==> config.mk <==
export PLATFORM = sky130hd
export DESIGN_NAME = si5340_cfg_seq
export DESIGN_NICKNAME = d
export VERILOG_FILES = /design/src/rtl/si5340_cfg_seq.sv
export SDC_FILE = /design/constraint.sdc
export NUM_CORES = 1
export LEC_CHECK = 0
export CAP_MARGIN = 5
export CORE_ASPECT_RATIO = 0.7
export CORE_MARGIN = 4
export CORE_UTILIZATION = 30
export DETAILED_ROUTE_END_ITERATION = 6
export GPL_ROUTABILITY_DRIVEN = 0
export SETUP_SLACK_MARGIN = 0.4
export SLEW_MARGIN = 10
export SYNTH_ARGS = -nofsm -noshare
export SYNTH_HDL_FRONTEND = slang
export SYNTH_SLANG_ARGS = --single-unit
==> constraint.sdc <==
create_clock -name clk_i -period 9.74 [get_ports clk_i]
set_input_delay 1.948 -clock clk_i [delete_from_list [all_inputs] [get_ports clk_i]]
set_output_delay 1.948 -clock clk_i [all_outputs]
set_load 0.02 [all_outputs]
==> src/rtl/si5340_cfg_seq.sv <==
// Si5340 configuration sequencer: streams ROM register words to an I2C byte master,
// inserting page-select writes and a settle pause after the preamble.
module si5340_cfg_seq #(
   parameter int unsigned WORD_NUMBER   = 326,
   parameter logic [6:0]  DEV_ADDR      = 7'h74,
   parameter int unsigned PREAMBLE_LAST = 2,
   parameter int unsigned DELAY_CYCLES  = 37_500_000
) (
   input  logic                           clk_i,
   input  logic                           arst_i,
   input  logic                           start_i,
   output logic [$clog2(WORD_NUMBER)-1:0] rom_addr_o,
   input  logic [23:0]                    rom_data_i,
   output logic                           wr_valid_o,
   input  logic                           wr_ready_i,
   output logic [7:0]                     wr_data_o,
   output logic                           wr_start_o,
   output logic                           wr_stop_o,
   input  logic                           ack_valid_i,
   input  logic                           ack_nack_i,
   output logic                           busy_o,
   output logic                           done_o,
   output logic                           error_o
);

   localparam int unsigned AW = $clog2(WORD_NUMBER);
   localparam logic [AW-1:0] IdxPreamble = AW'(PREAMBLE_LAST);
   localparam logic [AW-1:0] IdxLast     = AW'(WORD_NUMBER - 1);

   typedef enum logic [3:0] {
      StIdle, StFetch, StRomWait, StPageChk, StSend, StWaitAck, StDelay, StDone, StError
   } state_e;

   state_e        state_q;
   logic [AW-1:0] idx_q;
   logic          page_valid_q;
   logic [7:0]    page_q;
   logic [23:0]   word_q;
   logic [1:0]    byte_q;
   logic          page_txn_q;
   logic [31:0]   cnt_q;
   logic          page_miss;

   assign page_miss = !page_valid_q || (rom_data_i[23:16] != page_q);

   // Bytes 1/2 of a transaction: page select is reg 0x01 with the address high byte as data.
   function automatic logic [7:0] txn_byte(input logic [1:0] sel, input logic page_txn,
                                           input logic [23:0] word);
      case (sel)
         2'd0:    txn_byte = {DEV_ADDR, 1'b0};
         2'd1:    txn_byte = page_txn ? 8'h01 : word[15:8];
         default: txn_byte = page_txn ? word[23:16] : word[7:0];
      endcase
   endfunction

   always_ff @(posedge clk_i or posedge arst_i) begin
      if (arst_i) begin
         state_q      <= StIdle;
         idx_q        <= '0;
         page_valid_q <= 1'b0;
         page_q       <= '0;
         word_q       <= '0;
         byte_q       <= '0;
         page_txn_q   <= 1'b0;
         cnt_q        <= '0;
         rom_addr_o   <= '0;
         wr_valid_o   <= 1'b0;
         wr_data_o    <= '0;
         wr_start_o   <= 1'b0;
         wr_stop_o    <= 1'b0;
         busy_o       <= 1'b0;
         done_o       <= 1'b0;
         error_o      <= 1'b0;
      end else begin
         case (state_q)
            StIdle, StDone, StError: begin
               if (start_i) begin
                  state_q      <= StFetch;
                  idx_q        <= '0;
                  page_valid_q <= 1'b0;
                  done_o       <= 1'b0;
                  error_o      <= 1'b0;
                  busy_o       <= 1'b1;
               end
            end
            StFetch: begin
               rom_addr_o <= idx_q;
               state_q    <= StRomWait;
            end
            StRomWait: state_q <= StPageChk;
            StPageChk: begin
               word_q     <= rom_data_i;
               page_txn_q <= page_miss;
               byte_q     <= 2'd0;
               wr_valid_o <= 1'b1;
               wr_data_o  <= {DEV_ADDR, 1'b0};
               wr_start_o <= 1'b1;
               wr_stop_o  <= 1'b0;
               state_q    <= StSend;
            end
            StSend: begin
               if (wr_ready_i) begin
                  wr_valid_o <= 1'b0;
                  wr_start_o <= 1'b0;
                  wr_stop_o  <= 1'b0;
                  state_q    <= StWaitAck;
               end
            end
            StWaitAck: begin
               if (ack_valid_i) begin
                  if (ack_nack_i) begin
                     state_q <= StError;
                     error_o <= 1'b1;
                     busy_o  <= 1'b0;
                  end else if (byte_q != 2'd2) begin
                     byte_q     <= byte_q + 2'd1;
                     wr_valid_o <= 1'b1;
                     wr_data_o  <= txn_byte(byte_q + 2'd1, page_txn_q, word_q);
                     wr_stop_o  <= (byte_q == 2'd1);
                     state_q    <= StSend;
                  end else if (page_txn_q) begin
                     // Page is now selected; follow with the register write itself.
                     page_q       <= word_q[23:16];
                     page_valid_q <= 1'b1;
                     page_txn_q   <= 1'b0;
                     byte_q       <= 2'd0;
                     wr_valid_o   <= 1'b1;
                     wr_data_o    <= {DEV_ADDR, 1'b0};
                     wr_start_o   <= 1'b1;
                     state_q      <= StSend;
                  end else if (idx_q == IdxPreamble) begin
                     cnt_q   <= '0;
                     state_q <= StDelay;
                  end else if (idx_q == IdxLast) begin
                     state_q <= StDone;
                     done_o  <= 1'b1;
                     busy_o  <= 1'b0;
                  end else begin
                     idx_q   <= idx_q + AW'(1);
                     state_q <= StFetch;
                  end
               end
            end
            StDelay: begin
               if (cnt_q + 32'd1 >= DELAY_CYCLES) begin
                  cnt_q <= '0;
                  if (idx_q == IdxLast) begin
                     state_q <= StDone;
                     done_o  <= 1'b1;
                     busy_o  <= 1'b0;
                  end else begin
                     idx_q   <= idx_q + AW'(1);
                     state_q <= StFetch;
                  end
               end else begin
                  cnt_q <= cnt_q + 32'd1;
               end
            end
            default: state_q <= StIdle;
         endcase
      end
   end

endmodule

==> reports/qor.txt <==
status: complete, no violations
sw frac: 40.8%
path category of the worst min-delay check: flop to flop
Synth async-reset ratio: 100%
final hold slack: 0.486 ns
EDFF count, synth: 0
yosys stat chip area: 0.00592 mm2
share of the synthesized area in the top cell type: 44.0%
starting DRC count in detailed routing: 551
DP HPWL: 10,600 um
met3 Track Usage GR: 3.14%
Area growth syn-to-layout: 17.4%
Non-clock buffers, area share: 8.03%
TritonCTS clock tree: yes
Chip Area: 0.0221 mm2
Die W: 176 um
Setup violations, final: 0
critical path endpoint category: flop
Final Hold Vio Count: 0
fillers: 1,911
Non-clock buffers: 57
Ys Warns: 0
count of tool warnings: 32
slew margin rel.: 37.6%
Synth Instances: 615
Cell Rows: 42
Worst Path Arrival: 4.27 ns
GR Util met1: 22.7%
largest net degree at the start of global routing: 60
via/cell ratio: 5.33
critical setup path kind: flop to flop
worst-path fanout max: 27
initial antenna violation count: 0
CP max-delay cell: nor3_4
syn_area_per_cell: 9.63 um2
yosys adder share: 1.90%
Worst Tran Pin Value: 0.932 ns
flop count: 104
placed cells: 901
worst slack, placed: 5.63 ns
CTS clk-pin slew, worst paths: 0.08 ns
DR pass1 iterations: 5
post_cts resized: 0
Pwr Density: 266 mW/mm2
Worst Reg-to-Reg Cells: 9
worst setup margin: 5.77 ns
clock buffers: 10
GRT Util Overall: 13.7%
cell taking the most area after synthesis: dfrtp_1
Syn Nets: 654
Final #Nets: 687
Int Power: 1.10 mW
first-pass GRT wire length: 24,900 um
total number of vias: 4,886
vias in the first global route: 4,537
f_max: 0.252 GHz
Synth Flop Type: dfrtp_1
Post-CTS Setup Inserts: 0
Simple-Gate Fraction of Synth Area: 21.3%
sequential cells by signal (all words and copies together), names as in the netlist, 2 cells and up:
| name | count |
|---|---|
| state_q | 4 |
| idx_q | 9 |
| page_q | 8 |
| byte_q | 2 |
| cnt_q | 32 |
| word_q | 24 |
| wr_data_o | 8 |
| rom_addr_o | 9 |
cells in the final DEF (no fill, tap or decap), drive strengths merged, types with 3 or more instances in the layout:
cell type and instances:
nor2 44, inv 26, clkbuf 10, nand3 41, a211o 6, o21ai 24, a22o 8, nor4 10
a21o 3, and3 7, o22ai 9, xnor2 5, o211ai 3, or2 4, nand2 54, and2 9
a31oi 18, nand4 20, a211oi 9, mux2i 13, a21oi 28, o22a 5, a31o 3, ha 9
or3 9, xor2 8, buf 5, nor2b 8, o2bb2ai 7, nand2b 3, and4 4, mux2 42
clkdlybuf4s50 52, dfrtp 104, nor3 15
power by group through the flow:
stage	logic, mW	registers [mW]	clock network (mW)
floorplan	0.536	0.708	0
global placement	0.729	0.742	0
detailed placement	0.733	0.741	0
CTS	0.736	0.734	0.385
global route	0.821	0.762	0.400
finish	0.739	0.736	0.375
final timing paths:
path | slack (ns) | end | from
max | 5.77 | busy_o | cnt_q[6]
min | 0.49 | wr_data_o[2] | wr_data_o[2]
max reg2reg | 5.77 | busy_o | cnt_q[6]
min reg2reg | 0.49 | wr_data_o[2] | wr_data_o[2]
max in group asynchronous | 6.56 | page_q[4] | arst_i
min in group asynchronous | 2.00 | state_q[1] | arst_i
per-layer routing:
metal	up-vias	wire, um	part of all wire (%)
met5	-	0	0
met4	0	124	0.84
met3	9	944	6.4
met2	133	5690	39
met1	2398	7940	54
li1	2346	-	-
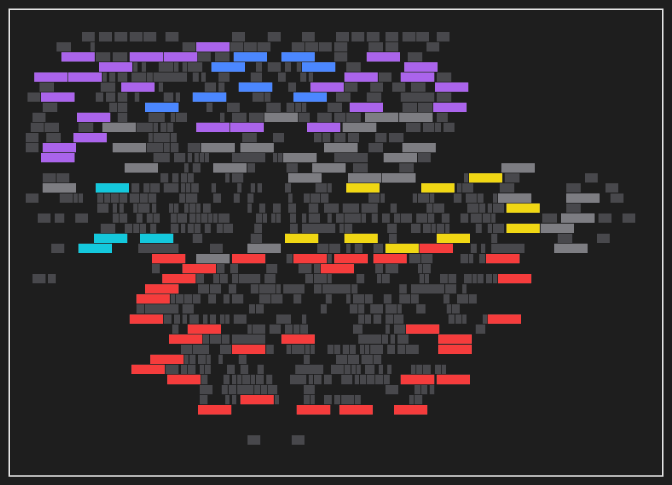
Fig. 1. Sequential cells coloured by netlist name.
[word_q] purple | sequential cells: 24
[idx_q] yellow | sequential cells: 9
[state_q] cyan | sequential cells: 4 | where: west
[wr_data_o] blue | sequential cells: 8
[cnt_q] red | sequential cells: 32
not coloured: 27
register fraction of the total cell area: 37.4%
Flop area: 0.00260 mm2
sequential power: 0.736 mW

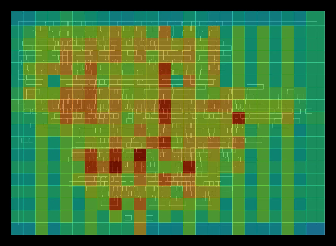
Fig. 2. Congestion heat map.
GRT met2 Usage: 17.5%
grt peak-use layer: met1
detailed-route wire length per cell: 16.0 um
Util after Layout: 36.3%

Power figures rest on the tool's default switching activity, not on a simulated workload.
